===== src/rtl/cpu_bus_sequencer.sv =====
// ---------------------------------------------------------------------------
// cpu_bus_sequencer
//
// Upstream control stage for the 4-bit datapath. It accepts one micro-op at a
// time over a valid/ready handshake and computes the 4-bit result. It drives
// that result on the shared bus and pulses exactly one register load-enable
// for one cycle. Each op takes five cycles from accept to ready again.
//
// Ports:
//   clk        clock, all state updates on posedge
//   reset      synchronous active-low reset
//   req_valid  micro-op request present
//   req_ready  sequencer can accept a request this cycle
//   req_op     00 MOV src->dst, 01 LDI imm->dst, 10 ADD dst+=src, 11 CLR dst
//   req_src    source register index (MOV/ADD)
//   req_dst    destination register index
//   req_imm    immediate value (LDI)
//   reg_q      packed register outputs, register i at [4i+3:4i]
//   bus        shared data bus to the register D inputs
//   reg_en     one-hot register load enables
//   done       one-cycle pulse when an op retires
//   err        one-cycle pulse with done on an out-of-range index
//   carry      carry-out of the last retired ADD
//   zero       last retired value was 0000
//
// Optional feature macro: CPU_SEQ_FLAGS_EN
//   defined   -> carry/zero flag registers are built
//   undefined -> carry and zero are tied to 0; everything else is identical
// ---------------------------------------------------------------------------
//
// state    | meaning
// ---------+------------------------------------------------------------
// S_IDLE   | ready for a request; the handshake latches the op fields
// S_LATCH  | decode the op and range-check the indices
// S_DRIVE  | sample reg_q, compute the result, show it on the bus (setup)
// S_LOAD   | hold the bus, pulse reg_en[dst] unless the op is in error
// S_RETIRE | bus idle, pulse done (and err); flags update on this edge
module cpu_bus_sequencer #(
  parameter int NUM_REGS = 4
) (
  input  logic                  clk,
  input  logic                  reset,
  input  logic                  req_valid,
  output logic                  req_ready,
  input  logic [1:0]            req_op,
  input  logic [1:0]            req_src,
  input  logic [1:0]            req_dst,
  input  logic [3:0]            req_imm,
  input  logic [4*NUM_REGS-1:0] reg_q,
  output logic [3:0]            bus,
  output logic [NUM_REGS-1:0]   reg_en,
  output logic                  done,
  output logic                  err,
  output logic                  carry,
  output logic                  zero
);

  localparam logic [1:0] OP_MOV = 2'b00;
  localparam logic [1:0] OP_LDI = 2'b01;
  localparam logic [1:0] OP_ADD = 2'b10;
  localparam logic [1:0] OP_CLR = 2'b11;

  // Index compare is done at 3 bits so NUM_REGS=4 fits without overflow.
  localparam logic [2:0] NUM_REGS_W = 3'(NUM_REGS);

  // The carry bit of the result is only kept when flags are built.
`ifdef CPU_SEQ_FLAGS_EN
  localparam int RES_W = 5;
`else
  localparam int RES_W = 4;
`endif

  typedef enum logic [2:0] {
    S_IDLE,
    S_LATCH,
    S_DRIVE,
    S_LOAD,
    S_RETIRE
  } state_t;

  state_t           state_q, state_d;
  logic [1:0]       op_q, op_d;
  logic [1:0]       src_q, src_d;
  logic [1:0]       dst_q, dst_d;
  logic [3:0]       imm_q, imm_d;
  logic             err_q, err_d;
  logic [RES_W-1:0] result_q, result_d;

  logic                ready_c;
  logic [3:0]          bus_c;
  logic [NUM_REGS-1:0] en_c;
  logic                done_c;
  logic                err_c;

  logic [3:0] src_val;
  logic [3:0] dst_val;
  logic       uses_src;

  always_ff @(posedge clk) begin
    if (!reset) begin
      state_q  <= S_IDLE;
      op_q     <= 2'b00;
      src_q    <= 2'b00;
      dst_q    <= 2'b00;
      imm_q    <= 4'h0;
      err_q    <= 1'b0;
      result_q <= '0;
    end else begin
      state_q  <= state_d;
      op_q     <= op_d;
      src_q    <= src_d;
      dst_q    <= dst_d;
      imm_q    <= imm_d;
      err_q    <= err_d;
      result_q <= result_d;
    end
  end

  // Register read mux. Out-of-range indices read as 0; such ops are flagged
  // as errors and never load a register.
  always_comb begin
    src_val = 4'h0;
    dst_val = 4'h0;
    for (int i = 0; i < NUM_REGS; i++) begin
      if (src_q == 2'(i)) src_val = reg_q[4*i +: 4];
      if (dst_q == 2'(i)) dst_val = reg_q[4*i +: 4];
    end
  end

  assign uses_src = (op_q == OP_MOV) || (op_q == OP_ADD);

  always_comb begin
    state_d  = state_q;
    op_d     = op_q;
    src_d    = src_q;
    dst_d    = dst_q;
    imm_d    = imm_q;
    err_d    = err_q;
    result_d = result_q;
    ready_c  = 1'b0;
    bus_c    = 4'h0;
    en_c     = '0;
    done_c   = 1'b0;
    err_c    = 1'b0;

    case (state_q)
      S_IDLE: begin
        ready_c = 1'b1;
        if (req_valid) begin
          op_d    = req_op;
          src_d   = req_src;
          dst_d   = req_dst;
          imm_d   = req_imm;
          err_d   = 1'b0;
          state_d = S_LATCH;
        end
      end

      S_LATCH: begin
        err_d   = ({1'b0, dst_q} >= NUM_REGS_W) ||
                  (uses_src && ({1'b0, src_q} >= NUM_REGS_W));
        state_d = S_DRIVE;
      end

      S_DRIVE: begin
        unique case (op_q)
          OP_MOV:  result_d = RES_W'(src_val);
          OP_LDI:  result_d = RES_W'(imm_q);
          OP_ADD:  result_d = RES_W'(dst_val) + RES_W'(src_val);
          OP_CLR:  result_d = '0;
          default: result_d = '0;
        endcase
        bus_c   = result_d[3:0];
        state_d = S_LOAD;
      end

      S_LOAD: begin
        // Bus comes from the value captured in DRIVE, so a reg_q change now
        // does not disturb the register being loaded.
        bus_c = result_q[3:0];
        for (int i = 0; i < NUM_REGS; i++) begin
          if (dst_q == 2'(i)) en_c[i] = !err_q;
        end
        state_d = S_RETIRE;
      end

      S_RETIRE: begin
        done_c  = 1'b1;
        err_c   = err_q;
        state_d = S_IDLE;
      end

      default: state_d = S_IDLE;
    endcase
  end

  // Handshake and strobes are forced low while reset is asserted so that an
  // op caught mid-flight by reset can never load a register or retire.
  assign req_ready = reset & ready_c;
  assign bus       = reset ? bus_c : 4'h0;
  assign reg_en    = reset ? en_c : '0;
  assign done      = reset & done_c;
  assign err       = reset & err_c;

`ifdef CPU_SEQ_FLAGS_EN
  logic carry_q, carry_d;
  logic zero_q, zero_d;

  always_ff @(posedge clk) begin
    if (!reset) begin
      carry_q <= 1'b0;
      zero_q  <= 1'b0;
    end else begin
      carry_q <= carry_d;
      zero_q  <= zero_d;
    end
  end

  // Flags only move on a clean retire; an errored op leaves both untouched.
  always_comb begin
    carry_d = carry_q;
    zero_d  = zero_q;
    if ((state_q == S_RETIRE) && !err_q) begin
      zero_d = (result_q[3:0] == 4'h0);
      if (op_q == OP_ADD) carry_d = result_q[4];
    end
  end

  assign carry = carry_q;
  assign zero  = zero_q;
`else
  assign carry = 1'b0;
  assign zero  = 1'b0;
`endif

endmodule

===== config.mk =====
export PLATFORM = sky130hd
export DESIGN_NAME = cpu_bus_sequencer
export DESIGN_NICKNAME = d
export VERILOG_FILES = /design/src/rtl/cpu_bus_sequencer.sv
export SDC_FILE = /design/constraint.sdc
export NUM_CORES = 1
export LEC_CHECK = 0
export CAP_MARGIN = 10
export CORE_ASPECT_RATIO = 1.2
export CORE_UTILIZATION = 45
export DETAILED_ROUTE_END_ITERATION = 16
export PLACE_DENSITY = 0.8
export SKIP_LAST_GASP = 1
export SYNTH_ARGS = -nofsm -noshare
export SYNTH_HDL_FRONTEND = slang
export SYNTH_SLANG_ARGS = --single-unit

===== constraint.sdc =====
create_clock -name clk -period 3.3 [get_ports clk]
set_input_delay 0.66 -clock clk [delete_from_list [all_inputs] [get_ports clk]]
set_output_delay 0.66 -clock clk [all_outputs]
set_load 0.05 [all_outputs]

Figure 1. Supply network (run 1).
Scale: 8 px per µm. Pins as bars on the die edge. Tap cells in grey.
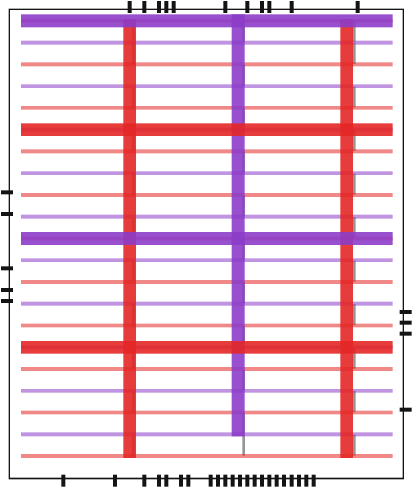
| colour | net |
|---|---|
| purple | VDD |
| red | VSS |
tap cells: 33
rows: 20
signal pins: 42
met5 straps: 4

Figure 2. Cells coloured by class (run 1).
Scale: 8 px per µm. Fill, decap, tap and diode cells in grey.
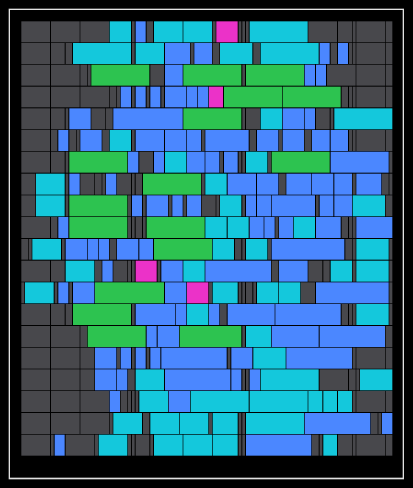
| colour | class | cells | share of their area |
|---|---|---|---|
| blue | all other logic | 98 | 46% |
| green | flip-flops | 17 | 20% |
| cyan | other buffers and delay cells | 56 | 33% |
| magenta | clock drivers and dummy loads | 4 | 1.6% |
Final Util: 71.29%
Core ar.: 2527 µm²

==> metrics.yaml, run 1 <==
die:
  initCoreUtil_pct: 47.33
  die_y_um: 58.48
  tap-cell-count: 33
  fp.dieW_um: 49.07
  chipArea_um2: 2869
global_route:
  antenna_found_initial: 0
  gr-total-overflow: 0
  grt_max_degree: 14
  first_global_vias: 1117
power_and_ir_drop:
  seq-power_uw: 245
  pg_clk_uw: 111
  comb-power_uw: 249
  p_per_area_nw_per_um2: 336.1
  power.internal_uw: 402.3
  total_power_uw: 605.6
  seqPwrFrac_pct: 40.5
  p_sw_share_pct: 33.58
  ir_drop_v: 0.0002014
  power.leakage_uw: 0.0007703
final_layout:
  finalNonFillerCells: 208
  sh_seq_area_pct: 19.17
  final_cell_mix: "28 x nand2_1, 17 x buf_4, 16 x clkdlybuf4s50_1"
  flop-count: 17
  clockNetworkAreaShare_pct: 1.528
  num_antenna_cells: 0
  fin_area_um2: 1802
  layout.cells.most_common: "nand2_1"
  logic_area_um2: 802.0
  buf_share_pct: 32.29
  inverters: 1
  fillCellCount: 182
  comb_share_pct: 44.51
  largestClassByArea: "multi-input combinational cells"
  logic_gates: 97
timing:
  finClkSkew_ns: 0.004244
  fin_ws_ns: 0.007834
  slew_viol_final: 0
  tightest_slew_ns: 0.5770
  finalSetupViolCount: 0
  slew-limit-headroom_pct: 61.01
  period_needed_ns: 3.292
  fmax_ghz: 0.3038
  fin_setup_tns_ns: 0
  timing.hold.ws_ns: 0.4514
  hold_violations: 0
route:
  routed_wl_um: 3109
  drt-wirelength-per-cell_um: 14.95
  drc: 0
  vias: 1106
  first_iter_violations: 22
  viasPerCell: 5.317
cts:
  cts_root_buf: "clkbuf_4"
  cts_max_path_buffers: 2
  cts-buffers-inserted: 3
  cts_tree: "done"
  ctsHoldBuffers: 0
  clk_latency_ns: 0.30
placed_design:
  hpwl_um: 2263
  place_inst: 193
yosys:
  seq_area_frac_synth_pct: 28.45
  top_cells_by_area: "dfxtp_1 28%, mux4_2 9.4%, nand2_1 8.8%, mux4_1 6.6%, a21boi_0 5.6%"
  mux_area_share_pct: 17.68
  yosys.cell_count.top_type: "nand2_1"
  netlist_instances: 124
  synth_area_um2: 1196
  ys_area_um2: 1196
  top_cells_by_count: "28 x nand2_1, 17 x dfxtp_1, 9 x a21boi_0, 6 x a21oi_1"
  synth.avg_cell_area_um2: 9.646
  flop_cell: "dfxtp_1"
  yosys.area_share.aoi_pct: 14.96
  ys_cells: 124
worst_setup_path:
  crit_family: "multiplexers"
  critical_path.cell_chain: "buf_2 > mux4_2 > ha_1 > a21o_2 > a21oi_4 > xnor2_2 > mux2i_2 > nand2_1 > buf_6"
  required_ns: 2.64
  cp-start-kind: "input port"
  path_buffers: 2
  path_class: "input port to output port"
  r2r_cells: 14
  critPathLaunch: "reg_q[13]"
  worstSetupPathDepth: 9
job:
  tool_warnings: 27
  maxCapViolCount: 0
min_path:
  hp-start: "result_q[2]"
  hold_end: "result_q[2]"
  hold_depth: 2
outcome:
  status: "finished, final reports clean"
Figure 3. Clock wires, drivers and flops (run 1).
Scale: 6 px per µm.
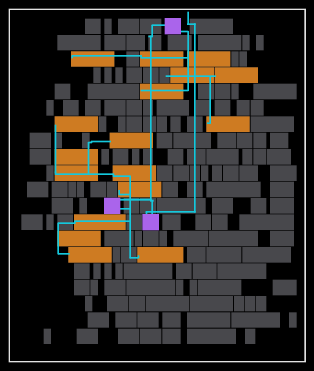
[cyan] clock wires | length: 214 µm
[orange] flip-flops | count: 17
[purple] cells driving clock nets | count: 3
routed clock nets: 4

Figure 4. Metal layers overlaid (run 1).
Scale: 8 px per µm.
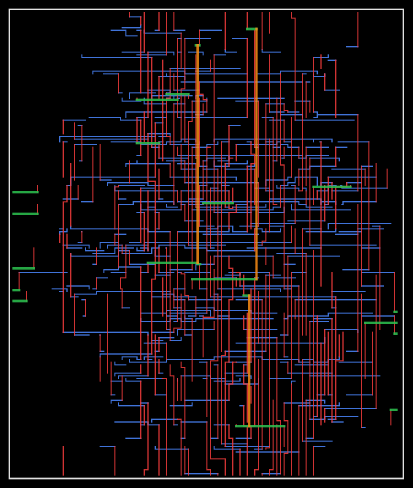
| colour | layer | wire length |
|---|---|---|
| green | met3 | 57.4 µm |
| blue | met1 | 1280 µm |
| red | met2 | 1700 µm |
| orange | met4 | 74.8 µm |

## run 1: flip-flops by register name (all words and copies together) (netlist names)
name and flops:
state_q 3, src_q 2, result_q 4, imm_q 4, dst_q 2, op_q 2
## run 1: routing by layer
layer | GRT usage (%) | up-vias | routed length [µm]
met3 | 1.550 | 6 | 57
met2 | 43.44 | 27 | 1698
met5 | 0 | - | 0
li1 | - | 534 | -
met4 | 10.08 | 0 | 74
met1 | 28.48 | 539 | 1279
## run 1: tightest hold or removal path: cells and delay by family (launching register included)
| kind | cells | cell delay [ns] |
|---|---|---|
| flip-flops | 1 | 0.32 |
| AND/OR/NAND/NOR | 2 | 0.09 |
Figure 5. Routing congestion map (run 1).
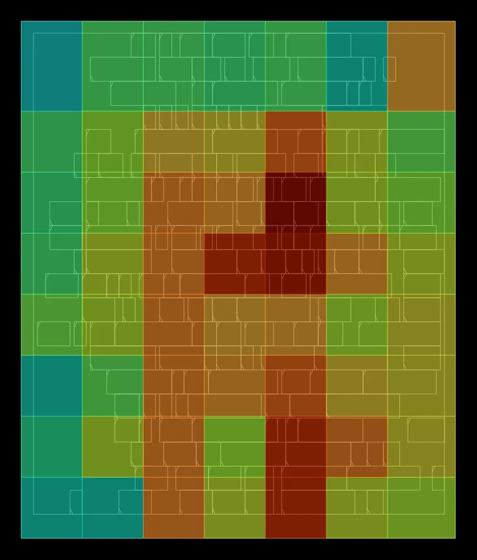

==> inputs of run 2 (changes only) <==
--- a/config.mk
+++ b/config.mk
@@ -6,7 +6,7 @@
 export NUM_CORES = 1
 export LEC_CHECK = 0
 export CAP_MARGIN = 10
-export CORE_ASPECT_RATIO = 1.2
+export CORE_ASPECT_RATIO = 1.25
 export CORE_UTILIZATION = 45
 export DETAILED_ROUTE_END_ITERATION = 16
 export PLACE_DENSITY = 0.8
Figure 6. Routing congestion map (run 2).
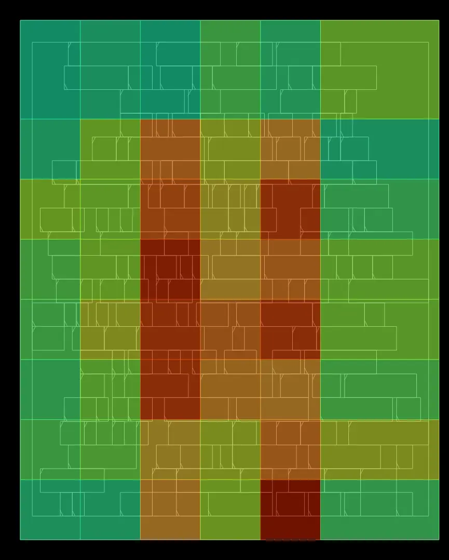
GRT Max-Usage Layer: met2
Final Util: 69.85%

==> run 2 against run 1 <==
Critical path depth down 2; worst hold slack improved by 0.012 ns; total power shrank 1.7%; synthesized cell count unchanged; routed wire length decreased by 2.3%; fmax about the same; cell area fell by 4.0%; area after synthesis did not move; sequential cell count stayed put; global-route usage down 0.094 points; combinational power is 4% lower; critical path type unchanged; largest cell class unchanged; highest routed layer unchanged.
==> metrics.yaml, run 2 <==
timing:
  timing.hold.ws_ns: 0.4636  # +0.01218 ns
  slew_viol_final: 0  # unchanged
  fin_setup_tns_ns: 0  # unchanged
  tightest_slew_ns: 0.5218  # -0.05524 ns
  fmax_ghz: 0.3040  # about the same
  hold_violations: 0  # unchanged
  fin_ws_ns: 0.01070  # +0.002871 ns
  finClkSkew_ns: 0.01140  # +0.007161 ns
  slew-limit-headroom_pct: 65.07  # +4.1 points
  period_needed_ns: 3.289  # -0.002871 ns
global_route:
  grt_use_met2_pct: 44.02  # +0.57 points
  met3_usage_pct: 3.049  # +1.5 points
  grt_use_met1_pct: 24.81  # -3.7 points
  grt_max_degree: 15  # +1
  antenna_found_initial: 0  # unchanged
  gr-total-overflow: 0  # unchanged
job:
  tool_warnings: 28  # +3.7%
  maxCapViolCount: 0  # unchanged
min_path:
  hold_depth: 2  # unchanged
  hold_end: "result_q[2]"
  hp-start: "result_q[2]"
route:
  drt-wirelength-per-cell_um: 15.35  # +2.7%
  routed_wl_um: 3039  # -2.3%
  drc: 0  # unchanged
  viasPerCell: 5.348  # +0.59%
  vias: 1059  # -4.2%
power_and_ir_drop:
  pg_clk_uw: 109  # about the same
  total_power_uw: 595.1  # -1.7%
  ir_drop_v: 0.0002391  # +19%
  p_sw_share_pct: 33.70  # +0.13 points
  seqPwrFrac_pct: 41.3  # +0.8 points
  p_per_area_nw_per_um2: 343.9  # +2.3%
  seq-power_uw: 246  # about the same
  comb-power_uw: 240  # -4%
  power.internal_uw: 394.5  # -1.9%
final_layout:
  top_regs: "imm_q: 4 flops, result_q: 4 flops, state_q: 3 flops"
  num_antenna_cells: 0  # unchanged
  fin_area_um2: 1730  # -4.0%
  fillCellCount: 182  # unchanged
  layout.cells.most_common: "nand2_1"
  finalNonFillerCells: 198  # -4.8%
  logic_area_um2: 810.8  # +1.1%
yosys:
  netlist_instances: 124  # unchanged
  seq_area_frac_synth_pct: 28.45  # unchanged
  flop_cell: "dfxtp_1"
  yosys.area_share.aoi_pct: 14.96  # unchanged
  mux_area_share_pct: 17.68  # unchanged
  yosys.cell_count.top_type: "nand2_1"
  top_cells_by_area: "dfxtp_1 28%, mux4_2 9.4%, nand2_1 8.8%, mux4_1 6.6%, a21boi_0 5.6%"
  synth_area_um2: 1196  # unchanged
  synth.avg_cell_area_um2: 9.646  # unchanged
  ys_cells: 124  # unchanged
  top_cells_by_count: "28 x nand2_1, 17 x dfxtp_1, 9 x a21boi_0, 6 x a21oi_1"
worst_setup_path:
  worstSetupPathDepth: 7  # -2
  path_buffers: 2  # unchanged
  required_ns: 2.64  # about the same
  r2r_cells: 7  # -7
  critical_path.cell_chain: "clkdlybuf4s15_1 > mux4_2 > fa_1 > nand2b_1 > a221oi_2 > a21o_1 > buf_12"
  crit_family: "adder cells"
die:
  core_um2: 2477  # -2.0%
  fp.dieW_um: 48.12  # -1.9%
  initCoreUtil_pct: 48.28  # +0.96 points
  die_y_um: 59.64  # +2.0%
  chipArea_um2: 2870  # about the same
cts:
  cts-buffers-inserted: 3  # unchanged
  clk_latency_ns: 0.29  # about the same
  cts_root_buf: "clkbuf_4"
placed_design:
  place_inst: 193  # unchanged
  post-place-ws_ns: -0.4424
outcome:
  status: "finished, final reports clean"
Figure 7. Supply network (run 2).
Scale: 8 px per µm. Pins as bars on the die edge. Tap cells in grey.
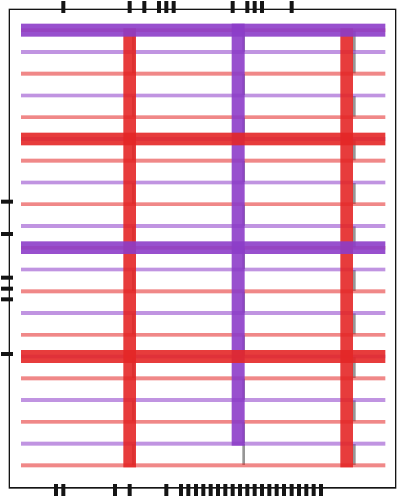
| colour | net |
|---|---|
| purple | VDD |
| red | VSS |
met5 straps: 4
rows: 20
tap cells: 33
met1 rails: 21
met4 straps: 3

==> run 2: routing by layer <==
| metal | routed length (µm) | up-vias |
|---|---|---|
| met1 | 1108 | 517 |
| met3 | 77 | 6 |
| met2 | 1802 | 22 |
| li1 | - | 514 |
| met4 | 51 | 0 |
| met5 | 0 | - |
==> run 2: timing repair <==
action	CTS	global route
endpoints found under the setup margin	4	3
buffers inserted	1	0
endpoints found under the hold margin	0	0
gates cloned	0	0
resized	39	9
pin swaps	8	3
==> run 2: final cells by class <==
class                      count  share of cell area (%)
clock buffer                   3                   1.302
clock inverter                 1                  0.2892
inverter                       1                  0.2169
multi-input combinational     97                   46.85
sequential                    17                   19.81
tap                           33                   2.386
timing repair buffer          46                   29.14
Power figures rest on the tool's default switching activity, not on a simulated workload.
